==> config.mk <==
export PLATFORM = sky130hd
export DESIGN_NAME = serial_parallel_rx
export DESIGN_NICKNAME = d
export VERILOG_FILES = /design/src/rtl/serial_pkg.sv /design/src/rtl/sp_com_detect.sv /design/src/rtl/serial_parallel_rx.sv
export SDC_FILE = /design/constraint.sdc
export NUM_CORES = 1
export LEC_CHECK = 0
export ABC_AREA = 1
export CAP_MARGIN = 0
export CORE_UTILIZATION = 40
export DETAILED_ROUTE_END_ITERATION = 12
export PLACE_DENSITY = 0.6
export SKIP_CTS_REPAIR_TIMING = 1
export SLEW_MARGIN = 10
export SYNTH_ARGS = -nofsm -noshare
export SYNTH_HDL_FRONTEND = slang
export SYNTH_HIERARCHICAL = 1
export SYNTH_SLANG_ARGS = --single-unit
==> constraint.sdc <==
create_clock -name CLK -period 2.45 [get_ports CLK]
set_input_delay 0.3675 -clock CLK [delete_from_list [all_inputs] [get_ports CLK]]
set_output_delay 0.3675 -clock CLK [all_outputs]
set_load 0.02 [all_outputs]
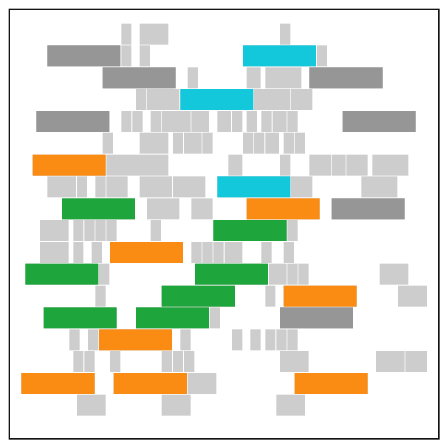
*Where the registers sit*
signal	color	flops
com_q	cyan	3
DATA_OUT	orange	8
u_det/shift_q	green	7
area used by sequential logic in the layout: 626 um2
sequential share of cell area: 50.4%

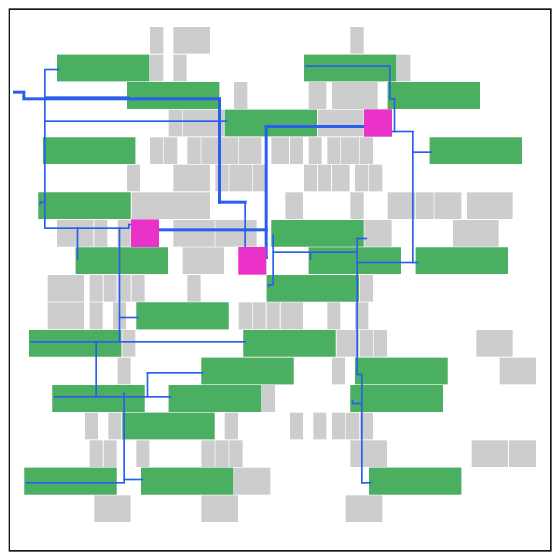
*Routed clock nets over the placement*
[clock wires] blue | length: 297 um
[flip-flops] green | count: 25
[clock-net drivers] magenta | count: 3
routed clock nets	4
source-to-sink clock delay at the later pin of the worst-skew pair: 0.33 ns
Clock Power: 188 uW
portion of total power attributed to the clock network: 28.2%
maximum clock skew at final layout: 0.0139 ns

==> flow_results.xml <==
<?xml version="1.0" encoding="UTF-8"?>
<metrics>
  <group name="clock_network">
    <metric name="number_of_buffers_between_clock_root_and_the_deepest_sink" unit="">2</metric>
    <metric name="cts.sinks" unit="">25</metric>
    <metric name="clkTransAtPathRegs" unit="ns">0.14</metric>
    <metric name="cts-htree-levels" unit="">1</metric>
    <metric name="cts-buffers-inserted" unit="">3</metric>
    <metric name="cts-root-buf" unit="">sky130_fd_sc_hd__clkbuf_4</metric>
    <metric name="tritoncts" unit="">done</metric>
  </group>
  <group name="synthesis">
    <metric name="ys_seq_elements" unit="">25</metric>
    <metric name="synthTopLogicFamily" unit="">simple AND/OR/NAND/NOR gates</metric>
    <metric name="simple_gate_share" unit="%">28.7</metric>
    <metric name="netlist_area" unit="um2">1050</metric>
    <metric name="synthesis.instances" unit="">106</metric>
    <metric name="ys_cells" unit="">106</metric>
    <metric name="synth.yosys.seq_area_share" unit="%">59.4</metric>
    <metric name="postSynthNetCount" unit="">113</metric>
    <metric name="ys_chip_area" unit="um2">1050</metric>
    <metric name="xor_share" unit="%">0</metric>
    <metric name="yosys_cell_types" unit="">19</metric>
    <metric name="post_synth_mux_area_share" unit="%">0</metric>
    <metric name="fa_ha_area_share" unit="%">4.75</metric>
    <metric name="ys_sh_aoi" unit="%">1.54</metric>
    <metric name="synth_area_per_cell" unit="um2">9.94</metric>
    <metric name="number_of_warnings_reported_in_the_yosys_synthesis_log" unit="">6</metric>
  </group>
  <group name="critical_path">
    <metric name="critical_path.endpoint_type" unit="">output pin</metric>
    <metric name="critical-path-slowest-cell" unit="">sky130_fd_sc_hd__clkdlybuf4s50_1</metric>
    <metric name="critical-path-top-delay-family" unit="">buffers and inverters</metric>
    <metric name="worstRegToRegCells" unit="">8</metric>
    <metric name="critical_path_buf_inv_count" unit="">1</metric>
    <metric name="timing.critical_path.arrival" unit="ns">1.32</metric>
    <metric name="critical_path.max_stage_delay" unit="ns">0.61</metric>
    <metric name="critical_path_depth" unit="">1</metric>
    <metric name="critical_path.max_fanout" unit="">2</metric>
    <metric name="critPathLaunchType" unit="">flip-flop</metric>
    <metric name="reg2reg_setup_slack" unit="ns">1.02</metric>
    <metric name="timing_worst_setup_path_type" unit="">reg2out</metric>
    <metric name="worstPathRequired" unit="ns">2.08</metric>
    <metric name="critical_path.cell_chain" unit="">clkdlybuf4s50_1</metric>
  </group>
  <group name="finish">
    <metric name="synthToLayoutAreaGrowth" unit="%">17.8</metric>
    <metric name="layout.filler_cells" unit="">249</metric>
    <metric name="largest_register_ffs" unit="">8</metric>
    <metric name="final_nets" unit="">130</metric>
    <metric name="insertedDiodeCount" unit="">0</metric>
    <metric name="post_route_cells_drive_above_1_share" unit="%">13.9</metric>
    <metric name="area.combinational" unit="um2">369</metric>
  </group>
  <group name="run_status">
    <metric name="result_of_the_run" unit="">completed</metric>
  </group>
  <group name="route">
    <metric name="routed_wl" unit="um">1630</metric>
    <metric name="detailed_routing_iteration_count_for_the_pre_antenna_repair_pass" unit="">1</metric>
    <metric name="dr_total_vias" unit="">696</metric>
    <metric name="detail_route.drc_violations" unit="">0</metric>
    <metric name="via_per_inst" unit="">4.58</metric>
    <metric name="antenna_left" unit="">0</metric>
    <metric name="drt_first_iter_violations" unit="">0</metric>
    <metric name="wl_cell" unit="um">10.7</metric>
  </group>
  <group name="sta">
    <metric name="final.setup.tns" unit="ns">0</metric>
    <metric name="rsz0062_at_grt" unit="">no</metric>
    <metric name="hold_viol" unit="">0</metric>
    <metric name="final-setup-viol-count" unit="">0</metric>
    <metric name="holdWs" unit="ns">0.375</metric>
    <metric name="timing.slew.headroom" unit="%">79.2</metric>
    <metric name="tightest_slew" unit="ns">0.312</metric>
    <metric name="period_used_share" unit="%">69.0</metric>
    <metric name="final_max_slew_viol_count" unit="">0</metric>
    <metric name="peak_clock_frequency_supported_by_timing" unit="MHz">592</metric>
    <metric name="layout_min_cycle_time" unit="ns">1.69</metric>
  </group>
  <group name="grt">
    <metric name="met1_capacity_usage_during_global_routing" unit="%">19.7</metric>
    <metric name="initial_antenna_violation_count" unit="">0</metric>
    <metric name="global_route.usage.total" unit="%">14.7</metric>
    <metric name="grt_most_used_layer" unit="">met2</metric>
    <metric name="grt_start_max_net_pins" unit="">26</metric>
    <metric name="grt_pass1_wl" unit="um">2790</metric>
    <metric name="grt_pass1_vias" unit="">630</metric>
    <metric name="gr-usage-met3" unit="%">6.03</metric>
    <metric name="gr-total-overflow" unit="">0</metric>
    <metric name="global_route.usage.met2" unit="%">20.4</metric>
  </group>
  <group name="floorplan">
    <metric name="dieHeight" unit="um">53.3</metric>
    <metric name="dieArea" unit="um2">2840</metric>
    <metric name="ios" unit="">13</metric>
    <metric name="placement_rows" unit="">18</metric>
    <metric name="fp-utilization" unit="%">42.5</metric>
    <metric name="die_width" unit="um">53.3</metric>
    <metric name="coreArea" unit="um2">2480</metric>
  </group>
  <group name="place">
    <metric name="dp.final_hpwl" unit="um">1230</metric>
    <metric name="gp_congestion" unit="">0.806</metric>
    <metric name="port_buffers" unit="">12</metric>
  </group>
  <group name="run">
    <metric name="log.warning_count" unit="">27</metric>
    <metric name="drv_cap" unit="">0</metric>
  </group>
  <group name="power_and_ir_drop">
    <metric name="power.static_leakage" unit="uW">0.000611</metric>
    <metric name="cell_pwr_density" unit="nW/um2">536</metric>
    <metric name="power.ir.vdd_worst" unit="mV">0.396</metric>
  </group>
  <group name="hold_path">
    <metric name="type_of_the_tightest_min_delay_check" unit="">in2async</metric>
  </group>
</metrics>
-- cell families (layout without fill, tap and decap cells) --
logic type | Yosys count | after routing
flip-flops | 25 | 25
adder cells (fa/ha/maj) | 4 | 4
buffers and inverters | 14 | 30
AND/OR/NAND/NOR | 60 | 60
AND-OR/OR-AND | 3 | 3
-- metrics by stage --
| stage | power [uW] | instances | setup WS [ns] | cell area, um2 | utilization [%] |
|---|---|---|---|---|---|
| after floorplan | 459 | 106 | 1.16 | 1050 | - |
| after global placement | 487 | 148 | 0.646 | 1210 | 48.9 |
| after detailed placement | 488 | 148 | 0.615 | 1210 | 48.9 |
| after CTS | 679 | 152 | 0.739 | 1240 | 50.1 |
| after global routing | 702 | 152 | 0.689 | 1240 | 50.1 |
| final | 666 | 152 | 0.760 | 1240 | 50.1 |
-- routing by layer --
layer	routed length, um	vias up
li1	-	355
met1	790	326
met2	753	10
met3	64	5
met4	23	0
met5	0	-
-- cells in the final DEF, fill, tap and decap left out, drive strengths merged --
master	count
nand2	44
dfrtp	25
inv	13
clkdlybuf4s50	12
nor2	7
nand3	5
ha	4
clkbuf	3
nor3b	2
o21ai	2
nor3	1
nand4	1
o22ai	1
clkinvlp	1
buf	1
-- Yosys cell counts --
cell	number	area (um2)
sky130_fd_sc_hd__nand2_4	2	22.5
sky130_fd_sc_hd__nor2_2	1	6.26
sky130_fd_sc_hd__nor2_1	4	15.0
sky130_fd_sc_hd__nand3_1	3	15.0
sky130_fd_sc_hd__inv_2	2	7.51
sky130_fd_sc_hd__buf_4	1	7.51
sky130_fd_sc_hd__inv_1	10	37.5
sky130_fd_sc_hd__nand3_2	2	20.0
sky130_fd_sc_hd__dfrtp_1	25	626
sky130_fd_sc_hd__inv_4	1	6.26
sky130_fd_sc_hd__nor2_4	2	22.5
sky130_fd_sc_hd__nand2_1	41	154
sky130_fd_sc_hd__nor3b_1	2	15.0
sky130_fd_sc_hd__nand2_2	1	6.26
sky130_fd_sc_hd__o21ai_0	2	10.0
sky130_fd_sc_hd__ha_1	4	50.1
sky130_fd_sc_hd__o22ai_1	1	6.26
sky130_fd_sc_hd__nor3_1	1	5.00
sky130_fd_sc_hd__nand4_4	1	21.3
-- where the power goes --
group	total, uW	internal, uW	switching [uW]
clock network	188	62.5	125
registers	433	425	7.95
logic	44.8	20.0	24.8
-- layout make-up --
type                            count  share of cell area, %
Sequential cell                    25                   50.4
Multi-Input combinational cell     67                   29.7
Timing Repair Buffer               13                   10.3
Inverter                           13                   4.13
Tap cell                           30                   3.02
Clock buffer                        3                   1.81
Clock inverter                      1                  0.605
Power and IR drop assume default switching activity.
